File: src/rtl/mc_ctrl_pkg.sv
// rtl/mc_ctrl_pkg.sv - shared constants, state codes and opcode classifier for mc_ctrl_fsm
// Contents: opcode values, addressing-mode constant, FSM state encodings,
// ALU_OP / RD_SEL codes, op_kind_e and classify() helper.
package mc_ctrl_pkg;

  // Opcode values (4-bit; wider opcode fields are compared zero-extended)
  localparam logic [3:0] OP_NOOP = 4'd0;
  localparam logic [3:0] OP_LOD  = 4'd1;
  localparam logic [3:0] OP_STR  = 4'd2;
  localparam logic [3:0] OP_SWAP = 4'd3;
  localparam logic [3:0] OP_BRA  = 4'd4;
  localparam logic [3:0] OP_BRR  = 4'd5;
  localparam logic [3:0] OP_BNE  = 4'd6;
  localparam logic [3:0] OP_ALU  = 4'd8;
  localparam logic [3:0] OP_HLT  = 4'd15;

  localparam logic [3:0] AM_IMM  = 4'd8;

  // FSM state encodings
  localparam logic [3:0] S_RST0    = 4'd0;
  localparam logic [3:0] S_RST1    = 4'd1;
  localparam logic [3:0] S_FETCH   = 4'd2;
  localparam logic [3:0] S_DECODE  = 4'd3;
  localparam logic [3:0] S_EXECUTE = 4'd4;
  localparam logic [3:0] S_MEM     = 4'd5;
  localparam logic [3:0] S_WB      = 4'd6;
  localparam logic [3:0] S_WB2     = 4'd7;
  localparam logic [3:0] S_HALT    = 4'd8;

  localparam logic [1:0] ALUOP_ADD  = 2'b00;
  localparam logic [1:0] ALUOP_IMM  = 2'b01;
  localparam logic [1:0] ALUOP_PASS = 2'b10;

  localparam logic [1:0] RDSEL_REG  = 2'd0;
  localparam logic [1:0] RDSEL_IMM  = 2'd1;
  localparam logic [1:0] RDSEL_SWAP = 2'd2;

  typedef enum logic [3:0] {
    K_NOOP, K_LOD, K_STR, K_SWAP, K_BRA, K_BRR, K_BNE, K_ALU, K_HLT
  } op_kind_e;

  // ext_zero is low when any opcode bit above bit 3 is set; such opcodes
  // are undefined and fall back to NOOP like every other unknown value.
  function automatic op_kind_e classify(input logic [3:0] op, input logic ext_zero);
    op_kind_e k;
    k = K_NOOP;
    if (ext_zero) begin
      case (op)
        OP_LOD:  k = K_LOD;
        OP_STR:  k = K_STR;
        OP_SWAP: k = K_SWAP;
        OP_BRA:  k = K_BRA;
        OP_BRR:  k = K_BRR;
        OP_BNE:  k = K_BNE;
        OP_ALU:  k = K_ALU;
        OP_HLT:  k = K_HLT;
        default: k = K_NOOP;
      endcase
    end
    return k;
  endfunction

endpackage

File: src/rtl/mc_ctrl_fsm_br_eval.sv
// rtl/mc_ctrl_fsm_br_eval.sv - combinational branch taken decision
// Ports: kind (decoded opcode), mask (mode/mask field), stat (ALU flags),
// taken (1 when the branch should redirect the PC).
module mc_ctrl_br_eval
  import mc_ctrl_pkg::*;
#(
  parameter int MMW = 4,
  parameter int STW = 4
) (
  input  op_kind_e         kind,
  input  logic [MMW-1:0]   mask,
  input  logic [STW-1:0]   stat,
  output logic             taken
);

  // Only the overlapping low bits of mask and status take part.
  localparam int BW = (MMW < STW) ? MMW : STW;

  logic hit;
  assign hit = |(mask[BW-1:0] & stat[BW-1:0]);

  always_comb begin
    taken = 1'b0;
    case (kind)
      K_BRA, K_BRR: taken = hit;
      K_BNE:        taken = ~hit;
      default:      taken = 1'b0;
    endcase
  end

endmodule

File: src/rtl/mc_ctrl_fsm.sv
// rtl/mc_ctrl_fsm.sv - multicycle CPU control FSM (FETCH/DECODE/EXECUTE/MEM/WB/WB2/HALT)
// Optional build macro: MC_CTRL_DM_TIMEOUT_EN (data-memory ack timeout -> HALT + ERR).
// Inputs : CLK, RST (sync, active high), OPCODE, MM, STAT, DM_ACK.
// Outputs: PC_RST, PC_WRITE, PC_SEL, BR_SEL, RF_WE, WB_SEL, RD_SEL, ALU_OP,
//          MM_SEL, DM_REQ, DM_WE, SWAP_SEL, HALTED, ERR, STATE (debug).
module mc_ctrl_fsm
  import mc_ctrl_pkg::*;
#(
  parameter int OPW          = 4,
  parameter int MMW          = 4,
  parameter int STW          = 4,
  parameter int DM_TO_CYCLES = 16
) (
  input  logic           CLK,
  input  logic           RST,
  input  logic [OPW-1:0] OPCODE,
  input  logic [MMW-1:0] MM,
  input  logic [STW-1:0] STAT,
  input  logic           DM_ACK,
  output logic           PC_RST,
  output logic           PC_WRITE,
  output logic           PC_SEL,
  output logic           BR_SEL,
  output logic           RF_WE,
  output logic           WB_SEL,
  output logic [1:0]     RD_SEL,
  output logic [1:0]     ALU_OP,
  output logic           MM_SEL,
  output logic           DM_REQ,
  output logic           DM_WE,
  output logic           SWAP_SEL,
  output logic           HALTED,
  output logic           ERR,
  output logic [3:0]     STATE
);

  logic [3:0]     state, state_nxt;
  logic [OPW-1:0] ir_op;
  logic [MMW-1:0] ir_mm;
  logic           taken, taken_q;
  logic           op_ext_zero;
  logic           mm_imm;
  op_kind_e       kind;

  generate
    if (OPW > 4) begin : g_opx
      assign op_ext_zero = ~|ir_op[OPW-1:4];
    end else begin : g_op4
      assign op_ext_zero = 1'b1;
    end
  endgenerate

  assign kind   = classify(ir_op[3:0], op_ext_zero);
  assign mm_imm = (ir_mm == MMW'(AM_IMM));

  // STAT is sampled in DECODE so the EXECUTE outputs depend on registers only.
  mc_ctrl_br_eval #(
    .MMW (MMW),
    .STW (STW)
  ) u_br_eval (
    .kind  (kind),
    .mask  (ir_mm),
    .stat  (STAT),
    .taken (taken)
  );

`ifdef MC_CTRL_DM_TIMEOUT_EN
  localparam int CW = $clog2(DM_TO_CYCLES + 1);
  logic [CW-1:0] to_cnt;
  logic          to_hit;
  logic          err_q;

  // to_cnt counts completed ack-less MEM cycles; the last allowed one is DM_TO_CYCLES-1.
  assign to_hit = (to_cnt == CW'(DM_TO_CYCLES - 1));
  assign ERR    = err_q;
`else
  logic unused_to_cfg;
  assign unused_to_cfg = (DM_TO_CYCLES > 0);
  assign ERR           = 1'b0;
`endif

  always_ff @(posedge CLK) begin
    if (RST) begin
      state   <= S_RST0;
      ir_op   <= '0;
      ir_mm   <= '0;
      taken_q <= 1'b0;
`ifdef MC_CTRL_DM_TIMEOUT_EN
      to_cnt  <= '0;
      err_q   <= 1'b0;
`endif
    end else begin
      state <= state_nxt;
      if (state == S_FETCH) begin
        ir_op <= OPCODE;
        ir_mm <= MM;
      end
      if (state == S_DECODE) begin
        taken_q <= taken;
      end
`ifdef MC_CTRL_DM_TIMEOUT_EN
      // Held at zero outside MEM, so every MEM visit starts a fresh count.
      if (state != S_MEM) begin
        to_cnt <= '0;
      end else if (!DM_ACK) begin
        to_cnt <= to_cnt + CW'(1);
        if (to_hit) begin
          err_q <= 1'b1;
        end
      end
`endif
    end
  end

  always_comb begin
    state_nxt = S_RST0;
    case (state)
      S_RST0:   state_nxt = S_RST1;
      S_RST1:   state_nxt = S_FETCH;
      S_FETCH:  state_nxt = S_DECODE;
      S_DECODE: state_nxt = (kind == K_HLT) ? S_HALT : S_EXECUTE;
      S_EXECUTE: begin
        case (kind)
          K_LOD, K_STR:  state_nxt = S_MEM;
          K_ALU, K_SWAP: state_nxt = S_WB;
          default:       state_nxt = S_FETCH;
        endcase
      end
      S_MEM: begin
        if (DM_ACK) begin
          state_nxt = (kind == K_STR) ? S_FETCH : S_WB;
        end else begin
          state_nxt = S_MEM;
`ifdef MC_CTRL_DM_TIMEOUT_EN
          if (to_hit) begin
            state_nxt = S_HALT;
          end
`endif
        end
      end
      S_WB:     state_nxt = (kind == K_SWAP) ? S_WB2 : S_FETCH;
      S_WB2:    state_nxt = S_FETCH;
      S_HALT:   state_nxt = S_HALT;
      default:  state_nxt = S_RST0;
    endcase
  end

  always_comb begin
    PC_RST   = 1'b0;
    PC_WRITE = 1'b0;
    PC_SEL   = 1'b0;
    BR_SEL   = 1'b0;
    RF_WE    = 1'b0;
    WB_SEL   = 1'b0;
    RD_SEL   = RDSEL_REG;
    ALU_OP   = ALUOP_ADD;
    MM_SEL   = 1'b0;
    DM_REQ   = 1'b0;
    DM_WE    = 1'b0;
    SWAP_SEL = 1'b0;
    HALTED   = 1'b0;
    STATE    = state;
    case (state)
      S_RST0, S_RST1: PC_RST = 1'b1;
      S_FETCH:        PC_WRITE = 1'b1;
      S_DECODE: begin
        if (kind == K_SWAP) begin
          RD_SEL = RDSEL_SWAP;
        end else if ((kind == K_ALU && mm_imm) || kind == K_LOD) begin
          RD_SEL = RDSEL_IMM;
        end
      end
      S_EXECUTE: begin
        case (kind)
          K_ALU: ALU_OP = mm_imm ? ALUOP_IMM : ALUOP_ADD;
          K_LOD, K_STR: begin
            // Immediate mode addresses by imm alone; otherwise imm+rs via the index path.
            if (mm_imm) begin
              ALU_OP = ALUOP_ADD;
              MM_SEL = 1'b1;
            end else begin
              ALU_OP = ALUOP_IMM;
            end
          end
          K_BRA, K_BRR, K_BNE: begin
            ALU_OP = ALUOP_PASS;
            if (taken_q) begin
              PC_WRITE = 1'b1;
              PC_SEL   = 1'b1;
              BR_SEL   = (kind != K_BRR);
            end
          end
          K_SWAP:  ALU_OP = ALUOP_PASS;
          default: ALU_OP = ALUOP_ADD;
        endcase
      end
      S_MEM: begin
        DM_REQ = 1'b1;
        DM_WE  = (kind == K_STR);
      end
      S_WB: begin
        RF_WE  = 1'b1;
        WB_SEL = (kind == K_LOD);
      end
      S_WB2: begin
        RF_WE    = 1'b1;
        SWAP_SEL = 1'b1;
        RD_SEL   = RDSEL_SWAP;
      end
      S_HALT:  HALTED = 1'b1;
      default: PC_RST = 1'b0;
    endcase
  end

endmodule

File: config.mk
export PLATFORM = sky130hd
export DESIGN_NAME = mc_ctrl_fsm
export DESIGN_NICKNAME = d
export VERILOG_FILES = /design/src/rtl/mc_ctrl_pkg.sv /design/src/rtl/mc_ctrl_fsm_br_eval.sv /design/src/rtl/mc_ctrl_fsm.sv
export SDC_FILE = /design/constraint.sdc
export NUM_CORES = 1
export LEC_CHECK = 0
export CAP_MARGIN = 10
export CORE_MARGIN = 1.5
export CORE_UTILIZATION = 49
export DETAILED_ROUTE_END_ITERATION = 12
export GPL_ROUTABILITY_DRIVEN = 0
export PLACE_DENSITY = 0.83
export SYNTH_ARGS = -nofsm -noshare
export SYNTH_HDL_FRONTEND = slang
export SYNTH_HIERARCHICAL = 1
export SYNTH_SLANG_ARGS = --single-unit
File: constraint.sdc
create_clock -name CLK -period 3.7 [get_ports CLK]
set_input_delay 0.37 -clock CLK [delete_from_list [all_inputs] [get_ports CLK]]
set_output_delay 0.37 -clock CLK [all_outputs]
set_load 0.02 [all_outputs]
Figure 1. Metal 1 (run 1).
Bar = 20 um. Supply wires on this layer in gray.
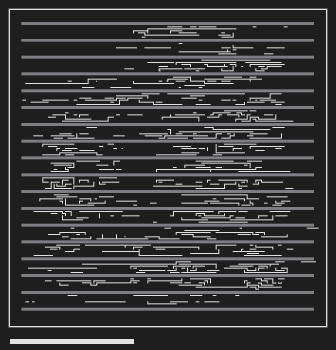
- main direction: horizontal
- wire length on this layer: 1130 um
- nets with wire on the layer: 161
- share of all routed wire: 44%
- longest straight run: 16.1 um

Figure 2. Wiring by layer (run 1).
Bar = 20 um. Only two layers are drawn.
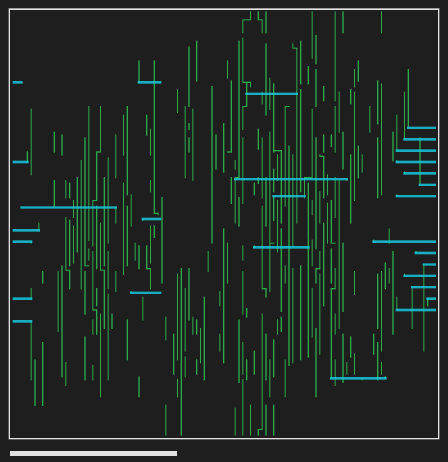
- metal 3: cyan (wire length 115 um)
- metal 2: green (wire length 1280 um)
vias: 1120
Global Route Usage Sum: 0.2216

Figure 3. Placed cells, one color a class (run 1).
Fill, decap, tap and diode cells in gray.
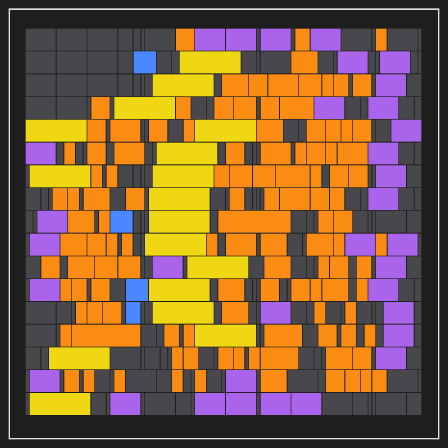
- other buffers and delay cells: purple (cells 33; share of their area 23%)
- flops: yellow (cells 17; share of their area 24%)
- clock drivers and dummy loads: blue (cells 4; share of their area 1.9%)
- combinational and other logic: orange (cells 117; share of their area 52%)
Final Instance Area: 1480 um2
number of placement rows: 17
sequential fraction of total cell area: 0.2299
Core Box Area: 2191 um2
core occupancy in the finished layout: 0.6756

## run 1: worst max-delay path: cells and delay by family (launching register included)
family / cells / cell delay, ns
AND/OR/NAND/NOR: 2 / 1.01
flip-flops: 1 / 0.64
buffers and inverters: 1 / 0.62
AND-OR/OR-AND: 1 / 0.13
## run 1: per-layer routing
| layer | wire, um | GRT usage | share of wire |
|---|---|---|---|
| met5 | 0 | 0 | 0 |
| met4 | 40 | 0.1081 | 0.016 |
| met3 | 115 | 0.01754 | 0.045 |
| met2 | 1280 | 0.3874 | 0.50 |
| met1 | 1128 | 0.2717 | 0.44 |
## run 1: worst min path at each step
stage / slack [ns] / cells after the start / startpoint / end
2_1_floorplan: 0.45 / 2 / ir_mm[3] / ir_mm[3]
3_3_place_gp: 0.47 / 2 / ir_mm[0] / ir_mm[0]
3_5_place_dp: 0.48 / 2 / ir_mm[0] / ir_mm[0]
4_1_cts: 0.50 / 2 / ir_mm[0] / ir_mm[0]
5_1_grt: 0.52 / 2 / ir_mm[0] / ir_mm[0]
6_report: 0.49 / 2 / ir_mm[0] / ir_mm[0]
## run 1: flip-flops by register name (all words and copies together) (netlist names)
signal and cells:
kind 4, taken_q 1, ir_mm 4, STATE 4, ir_op 4
## run 1: area by class of cell
class	instances	area (um2)	share of cell area
Clock buffer	3	22.52	0.01522
Clock inverter	1	5.005	0.003381
Inverter	8	30.03	0.02029
Multi-Input combinational cell	109	716.9	0.4844
Sequential cell	17	340.3	0.2299
Tap cell	28	35.03	0.02367
Timing Repair Buffer	33	330.3	0.2232
## run 1: cell usage in the layout (no fill, tap or decap), drive strengths merged, types with 2 or more instances in the layout
master / synthesis / final
and3: 3 / 3
nor3: 4 / 4
clkdlybuf4s50: 0 / 33
clkbuf: 8 / 3
nand4bb: 2 / 2
nand2: 15 / 15
nor2: 11 / 11
or4b: 2 / 2
mux2i: 5 / 5
nor4b: 9 / 9
a22oi: 2 / 2
inv: 8 / 8
o31ai: 2 / 2
nand2b: 7 / 7
dfxtp: 17 / 17
o22ai: 2 / 2
a31oi: 2 / 2
nor2b: 9 / 9
a21oi: 13 / 13
nand3: 3 / 3
or2: 2 / 2
## run 1: per-stage QoR
| step | instances | hold WS, ns | worst slack (ns) | total power [uW] | util |
|---|---|---|---|---|---|
| 2_1_floorplan | 145 | 0.4548 | 1.495 | 301.1 | - |
| 3_3_place_gp | 195 | 0.4710 | 1.029 | 338.4 | 0.6631 |
| 3_5_place_dp | 195 | 0.4827 | 0.9934 | 342.3 | 0.6631 |
| 4_1_cts | 199 | 0.4968 | 0.6652 | 436.6 | 0.6756 |
| 5_1_grt | 199 | 0.5223 | 0.5099 | 459.6 | 0.6756 |
| 6_report | 199 | 0.4933 | 0.6559 | 432.7 | 0.6756 |
## run 1: cells by family after synthesis
kind of cell / share of synthesized area
AOI/OAI and AO/OA: 0.1674
muxes: 0.05507
buffers and inverters: 0.06938
and+or+nand+nor: 0.3899
other: 0.003301
DFF: 0.2996
xor gates and xnor gates: 0.01542
==> README.md, run 1 <==
| Stage | Metric | This run |
|:---|:---|:---|
| status | Status | completed |
| cts | CTS Hold Buffers Added | 0 |
| worst setup path | Cells along the critical path | or4b_2 -> or2_2 -> a21oi_1 -> clkdlybuf4s50_1 |
| grt | Number of global-route vias before repair | 1048 |
| pwr | Internal power component | 296.5 uW |
| cts | # H-tree levels | 1 |
| synth | Most popular library cell in the synthesized design by count | sky130_fd_sc_hd__dfxtp_1 |
| drt | Number of antenna-violating nets in the routed design | 0 |
| die | Die Size | 2616 um2 |
| synth | Mapped Nets | 160 |
| cts | Max Root-Sink Buffers | 2 |
| cts | Clock latency of the later-clocked register in the worst-skew pair | 0.29 ns |
| synth | Average footprint of a synthesized cell | 7.835 um2 |
| pwr | Power consumed by the clock network | 94.0 uW |
| sta | Setup TNS | 0 ns |
| sta | Hold Fails Final Rpt | 0 |
| synth | Mapped cell area | 1136 um2 |
| sta | Slew of the pin with the lowest slew margin | 0.6248 ns |
| placed design | Area of placed instances | 1453 um2 |
| grt | Initial antenna violation count | 0 |
| finish | Ratio of cells with drive above 1 in the final layout | 0.07602 |
| worst setup path | Largest stage delay on the critical path | 0.69 ns |
| worst setup path | Worst reg2reg startpoint | STATE[1] |
| die | Die Y | 51.15 um |
| finish | Number of nets in the final layout | 187 |
| pwr | Proportion of total power due to net switching | 0.3148 |
| drt | DRC marker count from the first detailed-route iteration | 13 |
| sta | Post-layout minimum cycle time | 3.044 ns |
| synth | Yosys Instances | 145 |
| synth | Post-synth top area cell | sky130_fd_sc_hd__dfxtp_1 |
| pwr | IR drop worst, VDD | 0.2201 mV |
| die | Die x size | 51.15 um |
| worst setup path | Path type of the worst setup path | flip-flop to output port |
| worst hold path | Type of the worst min-delay path | flip-flop to flip-flop |
| worst setup path | Path depth of the worst reg2reg path | 4 |
| synth | Largest cells by area after synthesis | sky130_fd_sc_hd__dfxtp_1, sky130_fd_sc_hd__nor4b_1, sky130_fd_sc_hd__a21oi_1 |
| synth | Register bit count reported by yosys | 17 |
| worst setup path | Cell with the largest stage delay on the worst path | sky130_fd_sc_hd__or4b_2 |
| worst setup path | Critical path arrival | 2.67 ns |
| die | Effective utilization at floorplan | 0.5186 |
| drt | Final routed DRC violation total | 0 |
| synth | Most numerous cell types in the synthesized netlist | sky130_fd_sc_hd__dfxtp_1, sky130_fd_sc_hd__nand2_1, sky130_fd_sc_hd__a21oi_1 |
| worst setup path | R2r setup slk | 1.57 ns |
| worst setup path | Capturing instance or port of the critical path | ALU_OP[0] |
| synth | EDFF count, synth | 0 |
| run | Number of warnings in the stage logs | 26 |
| sta | Final-report setup violation count | 0 |
| synth | Yosys synthesis warning count | 6 |
| pwr | Total power density per cell area | 292.3 nW/um2 |
| sta | Ratio of final minimum period to clock period | 0.8227 |
| worst setup path | Critical path data required time | 3.33 ns |
| finish | Antenna diode count | 0 |
| sta | Normalized max-slew margin | 0.5776 |
| synth | Dominant register cell | sky130_fd_sc_hd__dfxtp_1 |
| cts | Buffers inserted by post-CTS timing repair | 0 |
| placed design | PortBufs | 33 |
| worst setup path | Setup crit start kind | flip-flop |
| placed design | Half-perimeter wire length after detailed placement | 1.951 mm |
| sta | Setup repair after global routing missed its margin | no |
| pwr | Logic gate share of total power | 0.270 |
| grt | Wire length of the first global-routing pass | 4.450 mm |
| drt | Final wirelength | 2.563 mm |
| pwr | Biggest consumer | sequential cells |
| worst setup path | Max Fanout on Critical Path | 16 |
| worst setup path | Critical R2R Capture | kind[2] |
| sta | Final setup skew | 0.001363 ns |
| synth | Gate count of the mapped netlist | 145 |
| pwr | Share of power burned in registers | 0.513 |
| pwr | Power of the combinational group | 117 uW |
| finish | Fill cell total of the finished layout | 191 |
| worst setup path | Type of destination of the critical path | output port |
| grt | Total congestion overflow after global routing | 0 |
| pwr | Power Sequential | 222 uW |
| worst setup path | First element of the critical path | STATE[2] |
| cts | TritonCTS clock tree | yes |
| synth | Synth async-reset ratio | 0 |
| cts | Clock transition at the register clock pins on the worst setup and hold paths after CTS | 0.09 ns |
| sta | Final Slew Violations | 0 |
| synth | Share of the synthesized area in the top cell type | 0.2996 |
| synth | Cell variety after synth | 42 |
| sta | Fmax achieved | 328.5 MHz |
| run | Maximum capacitance violations | 0 |
| pwr | Clock power frac | 0.217 |
| pwr | Switching power | 136.2 uW |
| die | Total I/O pin count | 35 |
| pwr | Leakage dissipation | 0.0005648 uW |
| grt | Largest net degree at the start of global routing | 21 |
| finish | Post-synthesis to final-layout area growth | 30.29% |
| synth | Seq share, synth | 0.2996 |
| cts | CTS Buf Count | 3 |
| synth | Yosys synthesis chip area | 1136 um2 |
| cts | TritonCTS Sinks | 17 |
| cts | Post-CTS sizing | 0 |
| drt | Detailed-router iteration count before antenna repair | 4 |
| cts | Library cell used as clock root buffer | sky130_fd_sc_hd__clkbuf_4 |
| drt | Wire per inst | 12.88 um |
| drt | Drt via density | 5.628 |
Figure 4. Placement view (run 1).
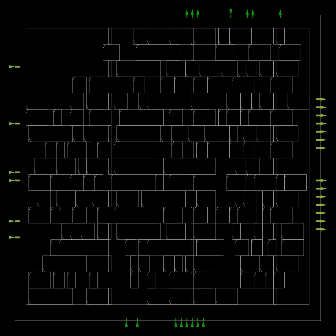

==> inputs of run 2 (changes only) <==
--- a/config.mk
+++ b/config.mk
@@ -6,11 +6,12 @@
 export NUM_CORES = 1
 export LEC_CHECK = 0
 export CAP_MARGIN = 10
+export CORE_ASPECT_RATIO = 0.5
 export CORE_MARGIN = 1.5
-export CORE_UTILIZATION = 49
+export CORE_UTILIZATION = 41
 export DETAILED_ROUTE_END_ITERATION = 12
 export GPL_ROUTABILITY_DRIVEN = 0
-export PLACE_DENSITY = 0.83
+export PLACE_DENSITY = 0.74
 export SYNTH_ARGS = -nofsm -noshare
 export SYNTH_HDL_FRONTEND = slang
 export SYNTH_HIERARCHICAL = 1
==> constraint.sdc (replaced) <==
create_clock -name CLK -period 2.6 [get_ports CLK]
set_input_delay 0.26 -clock CLK [delete_from_list [all_inputs] [get_ports CLK]]
set_output_delay 0.26 -clock CLK [all_outputs]
set_load 0.02 [all_outputs]
Figure 5. Placement view (run 2).
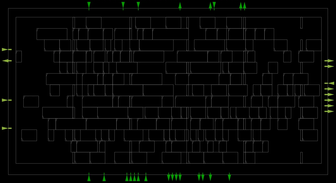
sequential cell count: 17
fill cell total of the finished layout: 247
Core Box Area: 2619 um2
sequential fraction of total cell area: 0.2155

Figure 6. Metal 1 (run 2).
Bar = 20 um. Supply wires on this layer in gray.
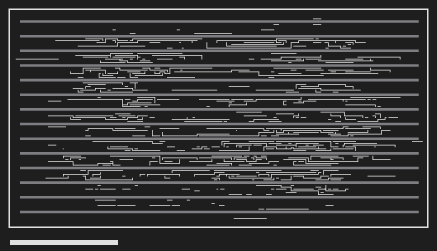
- longest straight run: 15.6 um
- share of all routed wire: 51%
- main direction: horizontal
- wire length on this layer: 1400 um

==> run 2 against run 1 <==
- clock skew up 0.0033 ns
- via count up 3.3%
- worst setup slack worse by 0.55 ns
- clock power up 100%
- flip-flop count unchanged
- sequential share of layout area down 1.4 points
- combinational power up 68%
- final cell count up 8.5%
- largest cell class unchanged
- largest power group unchanged
- highest routed layer unchanged
==> README.md, run 2 <==
| Stage | Metric | This run | Change |
|:---|:---|:---|:---|
| drt | Number of antenna-violating nets in the routed design | 0 | unchanged |
| finish | Post-synthesis to final-layout area growth | 38.99% | was 30.29% |
| worst setup path | Path type of the worst setup path | flip-flop to output port | unchanged |
| synth | Mapped Nets | 160 | unchanged |
| placed design | Area of placed instances | 1524 um2 | was 1453 um2 |
| synth | Dominant register cell | sky130_fd_sc_hd__dfxtp_1 | unchanged |
| grt | Largest net degree at the start of global routing | 16 | was 21 |
| die | Total I/O pin count | 35 | unchanged |
| synth | Average footprint of a synthesized cell | 7.835 um2 | unchanged |
| worst setup path | Max Fanout on Critical Path | 4 | was 16 |
| sta | Final Slew Violations | 0 | unchanged |
| drt | Wire per inst | 12.64 um | was 12.88 um |
| synth | Synth async-reset ratio | 0 | unchanged |
| cts | TritonCTS clock tree | yes | unchanged |
| worst setup path | Critical path data required time | 2.34 ns | was 3.33 ns |
| drt | Detailed-router iteration count before antenna repair | 4 | unchanged |
| cts | Buffers inserted by post-CTS timing repair | 0 | unchanged |
| synth | Yosys synthesis chip area | 1136 um2 | unchanged |
| synth | Largest cells by area after synthesis | sky130_fd_sc_hd__dfxtp_1, sky130_fd_sc_hd__nor4b_1, sky130_fd_sc_hd__a21oi_1 | unchanged |
| cts | # H-tree levels | 1 | unchanged |
| cts | Post-CTS sizing | 0 | unchanged |
| synth | Seq share, synth | 0.2996 | unchanged |
| sta | Final setup skew | 0.004637 ns | was 0.001363 ns |
| finish | Core occupancy in the finished layout | 0.6030 | was 0.6756 |
| sta | Hold Fails Final Rpt | 0 | unchanged |
| pwr | Switching power | 202.8 uW | was 136.2 uW |
| pwr | IR drop worst, VDD | 0.2165 mV | was 0.2201 mV |
| synth | Cell variety after synth | 42 | unchanged |
| finish | Combined area of the multi-input logic cells | 716.9 um2 | unchanged |
| cts | CTS Hold Buffers Added | 0 | unchanged |
| synth | Mapped cell area | 1136 um2 | unchanged |
| finish | Layout Cells excl Fill | 216 | was 199 |
| grt | Global Route Usage Sum | 0.1871 | was 0.2216 |
| finish | Ratio of cells with drive above 1 in the final layout | 0.1117 | was 0.07602 |
| pwr | Logic gate share of total power | 0.285 | was 0.270 |
| worst setup path | Critical path arrival | 2.23 ns | was 2.67 ns |
| placed design | PortBufs | 33 | unchanged |
| worst setup path | Type of destination of the critical path | output port | unchanged |
| sta | Ratio of final minimum period to clock period | 0.9596 |  |
| synth | Most popular library cell in the synthesized design by count | sky130_fd_sc_hd__dfxtp_1 | unchanged |
| synth | EDFF count, synth | 0 | unchanged |
| pwr | Total power density per cell area | 435.8 nW/um2 | was 292.3 nW/um2 |
| status | Status | completed | unchanged |
| sta | Fmax achieved | 400.8 MHz |  |
| synth | Yosys synthesis warning count | 6 | unchanged |
| cts | Library cell used as clock root buffer | sky130_fd_sc_hd__clkbuf_8 | was sky130_fd_sc_hd__clkbuf_4 |
| die | Effective utilization at floorplan | 0.4338 | was 0.5186 |
| pwr | Internal power component | 485.2 uW | was 296.5 uW |
| cts | Clock latency of the later-clocked register in the worst-skew pair | 0.25 ns | was 0.29 ns |
| finish | Final Instance Area | 1579 um2 | was 1480 um2 |
| sta | Post-layout minimum cycle time | 2.495 ns |  |
| sta | Final-report setup violation count | 0 | unchanged |
| sta | Post-route worst hold slack | 0.4817 ns | was 0.4933 ns |
| die | Number of placement rows | 13 | was 17 |
| grt | Met3 demand-to-capacity share in global routing | 0.04773 | was 0.01754 |
| synth | Post-synth top area cell | sky130_fd_sc_hd__dfxtp_1 | unchanged |
| finish | Sequential cell area | 340.3 um2 | unchanged |
| run | Maximum capacitance violations | 0 | unchanged |
| drt | Vias | 1157 | was 1120 |
| sta | Setup TNS | 0 ns | unchanged |
| finish | Most instantiated logic cell after routing | sky130_fd_sc_hd__clkdlybuf4s50_1 | unchanged |
| worst hold path | Type of the worst min-delay path | flip-flop to flip-flop | unchanged |
| grt | Initial antenna violation count | 0 | unchanged |
| synth | Yosys Instances | 145 | unchanged |
| die | Die x size | 77.45 um | was 51.15 um |
| drt | Final wirelength | 2.731 mm | was 2.563 mm |
| cts | CTS Buf Count | 3 | unchanged |
| placed design | Instance count after placement with tap cells included | 212 | was 195 |
| synth | Register bit count reported by yosys | 17 | unchanged |
| pwr | Proportion of total power due to net switching | 0.2948 | was 0.3148 |
| synth | Gate count of the mapped netlist | 145 | unchanged |
| sta | Setup repair after global routing missed its margin | no | unchanged |
| pwr | Leakage dissipation | 0.0006855 uW | was 0.0005648 uW |
| cts | Max Root-Sink Buffers | 2 | unchanged |
| grt | Total congestion overflow after global routing | 0 | unchanged |
| placed design | Half-perimeter wire length after detailed placement | 2.002 mm | was 1.951 mm |
| synth | Share of the synthesized area in the top cell type | 0.2996 | unchanged |
| grt | Wire length of the first global-routing pass | 4.416 mm | was 4.450 mm |
| drt | Drt via density | 5.356 | was 5.628 |
| grt | Number of global-route vias before repair | 989 | was 1048 |
| pwr | Clock power frac | 0.277 | was 0.217 |
| grt | Met2 usage in global routing | 0.3224 | was 0.3874 |
| die | Die Size | 3115 um2 | was 2616 um2 |
| cts | Clock transition at the register clock pins on the worst setup and hold paths after CTS | 0.06 ns | was 0.09 ns |
| synth | Most numerous cell types in the synthesized netlist | sky130_fd_sc_hd__dfxtp_1, sky130_fd_sc_hd__nand2_1, sky130_fd_sc_hd__a21oi_1 | unchanged |
| die | Die Y | 40.22 um | was 51.15 um |
| pwr | Share of power burned in registers | 0.438 | was 0.513 |
| drt | Final routed DRC violation total | 0 | unchanged |
| finish | Most frequently placed logic cells in the final layout | sky130_fd_sc_hd__clkdlybuf4s50_1, sky130_fd_sc_hd__dfxtp_1, sky130_fd_sc_hd__nand2_1 | unchanged |
| drt | DRC marker count from the first detailed-route iteration | 48 | was 13 |
| run | Number of warnings in the stage logs | 26 | unchanged |
| cts | TritonCTS Sinks | 17 | unchanged |
| worst setup path | Setup crit start kind | flip-flop | unchanged |
| grt | Met1 track utilization from global routing | 0.2447 | was 0.2717 |
| finish | Antenna diode count | 0 | unchanged |
| grt | Layer carrying the most global-route usage | met2 | unchanged |
| finish | Number of nets in the final layout | 195 | was 187 |
Figure 7. Placed cells, one color a class (run 2).
Fill, decap, tap and diode cells in gray.
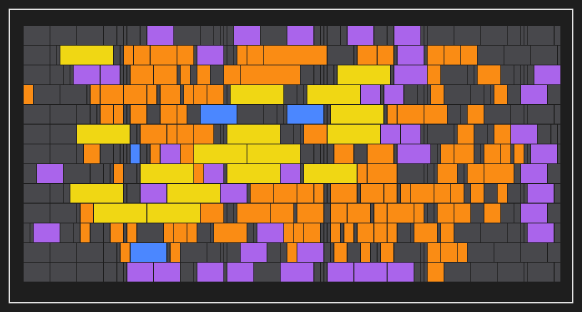
- clock drivers and dummy loads: blue (cells 4; share of their area 2.9%)
- combinational and other logic: orange (cells 117; share of their area 49%)
- flops: yellow (cells 17; share of their area 22%)
- other buffers and delay cells: purple (cells 41; share of their area 26%)

[run 2: final timing paths]
path | slack (ns) | start | depth (start not counted) | endpoint
max | 0.11 | STATE[1] | 5 | PC_WRITE
min | 0.48 | ir_mm[2] | 2 | ir_mm[2]
max reg2reg | 0.67 | STATE[0] | 6 | kind[2]
min reg2reg | 0.48 | ir_mm[2] | 2 | ir_mm[2]
[run 2: layer usage]
layer | up-vias | wire length (um)
li1 | 582 | -
met5 | - | 0
met4 | 0 | 10
met2 | 33 | 1211
met3 | 2 | 112
met1 | 540 | 1397
[run 2: cells by family (layout without fill, tap and decap cells)]
| group | Yosys count | count (layout) | share of synthesized area |
|---|---|---|---|
| xor+xnor | 2 | 2 | 0.01542 |
| buf+inv | 19 | 53 | 0.06938 |
| compound gates | 28 | 28 | 0.1674 |
| other cells | 1 | 1 | 0.003301 |
| simple gates | 73 | 73 | 0.3899 |
| flops | 17 | 17 | 0.2996 |
| mux | 5 | 5 | 0.05507 |
[run 2: power groups by stage]
stage,logic [uW],registers (uW),clock network [uW]
2_1_floorplan,126,302,0
3_5_place_dp,195,307,0
5_1_grt,215,304,203
6_report,196,301,191
4_1_cts,196,301,196
3_3_place_gp,194,306,0
[run 2: critical path, stage by stage (launching register included)]
cell                              delay [ns]
sky130_fd_sc_hd__dfxtp_1                0.30
sky130_fd_sc_hd__or4b_2                 0.72
sky130_fd_sc_hd__nor2_1                 0.12
sky130_fd_sc_hd__nand4_1                0.15
sky130_fd_sc_hd__nand2_1                0.10
sky130_fd_sc_hd__clkdlybuf4s50_1        0.60
[run 2: through the flow]
step                      worst slack, ns  power [uW]
after floorplan                    0.5052       428.6
after global placement             0.3016       499.5
after detailed placement           0.2933       501.5
after CTS                         0.02754       692.8
after global routing              0.03403       722.4
final                              0.1051       688.1
[run 2: cell type report]
class / count / area share
flip-flops and latches: 17 / 0.2155
inverters: 8 / 0.01902
clock buffers: 4 / 0.02853
repair buffers: 41 / 0.2536
multi-input cells: 109 / 0.4540
well taps: 37 / 0.02932
==> inputs of run 3 (changes only) <==
--- a/config.mk
+++ b/config.mk
@@ -9,6 +9,7 @@
 export CORE_ASPECT_RATIO = 0.5
 export CORE_MARGIN = 1.5
 export CORE_UTILIZATION = 41
+export CTS_CLUSTER_SIZE = 25
 export DETAILED_ROUTE_END_ITERATION = 12
 export GPL_ROUTABILITY_DRIVEN = 0
 export PLACE_DENSITY = 0.74
Figure 8. Signal metal coverage by tile (run 3).
Bar = 20 um. 15 x 8 tiles, from black (low) to pale yellow (high), scaled to the fullest tile. Values are wire area over tile area, all layers added.
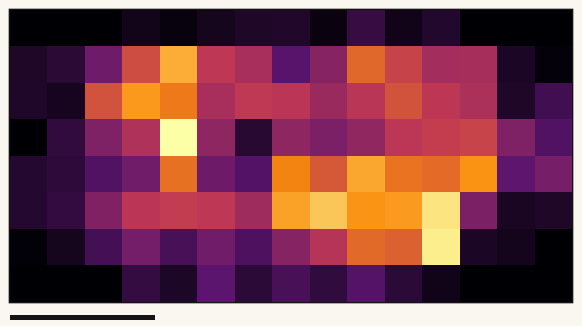
- fullest tile: 0.43
- tiles over half the peak: 23%
- nearly empty tiles: 13%
- emptiest ninth of the die: bottom left
- mean over tiles: 0.14
wire per inst: 12.64 um
Global Route Usage Sum: 0.1871
vias: 1157
final wirelength: 2.731 mm

Figure 9. Placed cells, one color a class (run 3).
Fill, decap, tap and diode cells in gray.
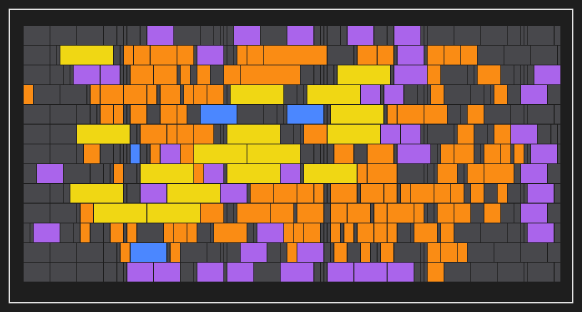
- other buffers and delay cells: purple (cells 41; share of their area 26%)
- combinational and other logic: orange (cells 117; share of their area 49%)
- clock drivers and dummy loads: blue (cells 4; share of their area 2.9%)
- flops: yellow (cells 17; share of their area 22%)
number of placement rows: 13
core occupancy in the finished layout: 0.6030
Final Instance Area: 1579 um2

==> run 3 against run 2 <==
- clock power hardly changed
- utilization unchanged
- non-clock buffer count unchanged
- clock-buffer cell count unchanged
- maximum frequency did not move
- final area is the same
- clock skew unchanged
- hold slack unchanged
- register-to-register slack about the same
- first-iteration DRC count stayed put
- routed wire length stayed put
- largest cell class unchanged
==> README.md, run 3 <==
| Stage | Metric | This run | Change |
|:---|:---|:---|:---|
| worst setup path | Buffering stage count on the worst path with inverters included | 1 | unchanged |
| worst setup path | Setup crit start kind | flip-flop | unchanged |
| cts | TritonCTS Sinks | 17 | unchanged |
| cts | CTS Buf Count | 3 | unchanged |
| drt | Uppermost layer routed | met4 | unchanged |
| drt | DRC marker count from the first detailed-route iteration | 48 | unchanged |
| pwr | IR drop worst, VDD | 0.2165 mV | unchanged |
| sta | Setup TNS | 0 ns | unchanged |
| synth | Average footprint of a synthesized cell | 7.835 um2 | unchanged |
| finish | Ratio of cells with drive above 1 in the final layout | 0.1117 | unchanged |
| sta | Final-report setup violation count | 0 | unchanged |
| worst setup path | Type of destination of the critical path | output port | unchanged |
| worst setup path | Largest stage delay on the critical path | 0.72 ns | about the same |
| worst setup path | Max Fanout on Critical Path | 4 | unchanged |
| die | Die Size | 3115 um2 | unchanged |
| synth | Gate count of the mapped netlist | 145 | unchanged |
| synth | Register bit count reported by yosys | 17 | unchanged |
| synth | Cell variety after synth | 42 | unchanged |
| pwr | Total power density per cell area | 435.8 nW/um2 | unchanged |
| synth | Share of the synthesized area in the top cell type | 0.2996 | unchanged |
| run | Number of warnings in the stage logs | 26 | unchanged |
| drt | Detailed-router iteration count before antenna repair | 4 | unchanged |
| die | Effective utilization at floorplan | 0.4338 | unchanged |
| cts | Library cell used as clock root buffer | sky130_fd_sc_hd__clkbuf_8 | unchanged |
| synth | Synth async-reset ratio | 0 | unchanged |
| sta | Hold Fails Final Rpt | 0 | unchanged |
| grt | Largest net degree at the start of global routing | 16 | unchanged |
| worst setup path | Path type of the worst setup path | flip-flop to output port | unchanged |
| synth | Dominant register cell | sky130_fd_sc_hd__dfxtp_1 | unchanged |
| drt | Total met2 wirelength after detailed routing | 1.211 mm | unchanged |
| sta | Ratio of final minimum period to clock period | 0.9596 | unchanged |
| cts | Buffers inserted by post-CTS timing repair | 0 | unchanged |
| worst setup path | Critical path data required time | 2.34 ns | about the same |
| finish | Post-synthesis to final-layout area growth | 38.99% | unchanged |
| pwr | Leakage dissipation | 0.0006855 uW | unchanged |
| drt | Drt via density | 5.356 | unchanged |
| synth | Largest cells by area after synthesis | sky130_fd_sc_hd__dfxtp_1, sky130_fd_sc_hd__nor4b_1, sky130_fd_sc_hd__a21oi_1 | unchanged |
| finish | Most frequently placed logic cells in the final layout | sky130_fd_sc_hd__clkdlybuf4s50_1, sky130_fd_sc_hd__dfxtp_1, sky130_fd_sc_hd__nand2_1 | unchanged |
| die | Core Box Area | 2619 um2 | unchanged |
| cts | Clock transition at the register clock pins on the worst setup and hold paths after CTS | 0.06 ns | about the same |
| drt | Met1 layer wirelength in the final routing | 1.397 mm | unchanged |
| die | Die Y | 40.22 um | unchanged |
| synth | Mapped cell area | 1136 um2 | unchanged |
| cts | Max Root-Sink Buffers | 2 | unchanged |
| synth | Yosys Instances | 145 | unchanged |
| synth | Most numerous cell types in the synthesized netlist | sky130_fd_sc_hd__dfxtp_1, sky130_fd_sc_hd__nand2_1, sky130_fd_sc_hd__a21oi_1 | unchanged |
| drt | Number of antenna-violating nets in the routed design | 0 | unchanged |
| sta | Final setup skew | 0.004637 ns | unchanged |
| run | Maximum capacitance violations | 0 | unchanged |
| worst hold path | Type of the worst min-delay path | flip-flop to flip-flop | unchanged |
| sta | Final Slew Violations | 0 | unchanged |
| finish | Number of nets in the final layout | 195 | unchanged |
| synth | Post-synth top area cell | sky130_fd_sc_hd__dfxtp_1 | unchanged |
| cts | # H-tree levels | 1 | unchanged |
| grt | Number of global-route vias before repair | 989 | unchanged |
| worst setup path | Cell with the largest stage delay on the worst path | sky130_fd_sc_hd__or4b_2 | unchanged |
| cts | Clock latency of the later-clocked register in the worst-skew pair | 0.25 ns | about the same |
| drt | Final routed DRC violation total | 0 | unchanged |
| synth | EDFF count, synth | 0 | unchanged |
| grt | Initial antenna violation count | 0 | unchanged |
| status | Status | completed | unchanged |
| worst setup path | Top delay family on crit path | simple AND/OR/NAND/NOR gates | unchanged |
| placed design | Area of placed instances | 1524 um2 | unchanged |
| placed design | PortBufs | 33 | unchanged |
| cts | TritonCTS clock tree | yes | unchanged |
| grt | Total congestion overflow after global routing | 0 | unchanged |
| drt | Met3 wire length | 112 um | unchanged |
| finish | Most instantiated logic cell after routing | sky130_fd_sc_hd__clkdlybuf4s50_1 | unchanged |
| synth | Mapped Nets | 160 | unchanged |
| sta | Fmax achieved | 400.8 MHz | unchanged |
| die | Die x size | 77.45 um | unchanged |
| placed design | Half-perimeter wire length after detailed placement | 2.002 mm | unchanged |
| sta | Setup repair after global routing missed its margin | no | unchanged |
| synth | Yosys synthesis warning count | 6 | unchanged |
| synth | Seq share, synth | 0.2996 | unchanged |
| grt | Wire length of the first global-routing pass | 4.416 mm | unchanged |
| synth | Yosys synthesis chip area | 1136 um2 | unchanged |
| finish | Antenna diode count | 0 | unchanged |
| worst setup path | Critical path arrival | 2.23 ns | about the same |
| sta | Post-layout minimum cycle time | 2.495 ns | unchanged |
| die | Total I/O pin count | 35 | unchanged |
| worst setup path | Cells along the critical path | or4b_2 -> nor2_1 -> nand4_1 -> nand2_1 -> clkdlybuf4s50_1 | unchanged |
| worst setup path | R2r setup slk | 0.67 ns | about the same |
| synth | Most popular library cell in the synthesized design by count | sky130_fd_sc_hd__dfxtp_1 | unchanged |
Figure 10. Metal 1 (run 3).
Bar = 20 um. Supply wires on this layer in gray.
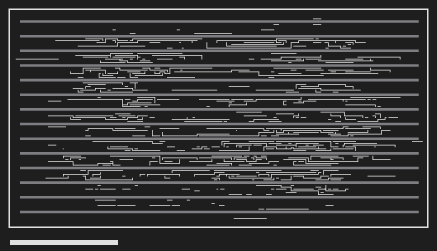
met1 track utilization from global routing: 0.2447

[run 3: area by class of cell]
class / instances / area [um2]
Fill cell: 247 / 1040
Clock buffer: 4 / 45.04
Inverter: 8 / 30.03
Timing Repair Buffer: 41 / 400.4
Multi-Input combinational cell: 109 / 716.9
Sequential cell: 17 / 340.3
Tap cell: 37 / 46.29
[run 3: where the power goes]
group	leakage [uW]	internal [uW]	switching [uW]
registers	0.000139	278	22.8
clock network	0.0000228	109	81.9
logic	0.000524	98.2	98.1
total	0.000686	485	203
[run 3: routing by layer]
| layer | vias to the layer above | global-route usage |
|---|---|---|
| li1 | 582 | - |
| met1 | 540 | 0.2447 |
| met2 | 33 | 0.3224 |
| met3 | 2 | 0.04773 |
| met4 | 0 | 0.04091 |
| met5 | - | 0 |
[run 3: final timing paths]
check / start / endpoint / depth (start not counted)
setup / recovery: STATE[1] / PC_WRITE / 5
hold / removal: ir_mm[2] / ir_mm[2] / 2
setup reg to reg: STATE[0] / kind[2] / 6
hold reg to reg: ir_mm[2] / ir_mm[2] / 2
[run 3: per-stage QoR]
stage	total power [uW]	hold WS, ns	cells	setup slack (ns)
2_1_floorplan	428.6	0.3960	145	0.5052
3_3_place_gp	499.5	0.4739	212	0.3016
3_5_place_dp	501.5	0.4797	212	0.2933
4_1_cts	692.8	0.4884	216	0.02754
5_1_grt	722.4	0.5123	216	0.03403
6_report	688.1	0.4817	216	0.1051
[run 3: kinds of logic after synthesis]
family,after synthesis,share of synthesized area
other,1,0.003301
AND/OR/NAND/NOR,73,0.3899
flip-flops,17,0.2996
multiplexers,5,0.05507
AND-OR/OR-AND,28,0.1674
buffers and inverters,19,0.06938
XOR/XNOR,2,0.01542
[run 3: worst register-to-register path: stages (launching register included)]
cell                       delay, ns
sky130_fd_sc_hd__dfxtp_1        0.31
sky130_fd_sc_hd__buf_4          0.18
sky130_fd_sc_hd__or4b_1         0.57
sky130_fd_sc_hd__buf_4          0.20
sky130_fd_sc_hd__nor4b_1        0.26
sky130_fd_sc_hd__o211ai_1       0.17
sky130_fd_sc_hd__a31oi_1        0.18
[run 3: repair_timing]
item | CTS | global route
setup endpoints to repair | 0 | 4
hold endpoints to repair | 0 | 0
hold buffers | 0 | 0
resized | 0 | 4
No activity file was given, so power comes from the tool's default toggle rates.
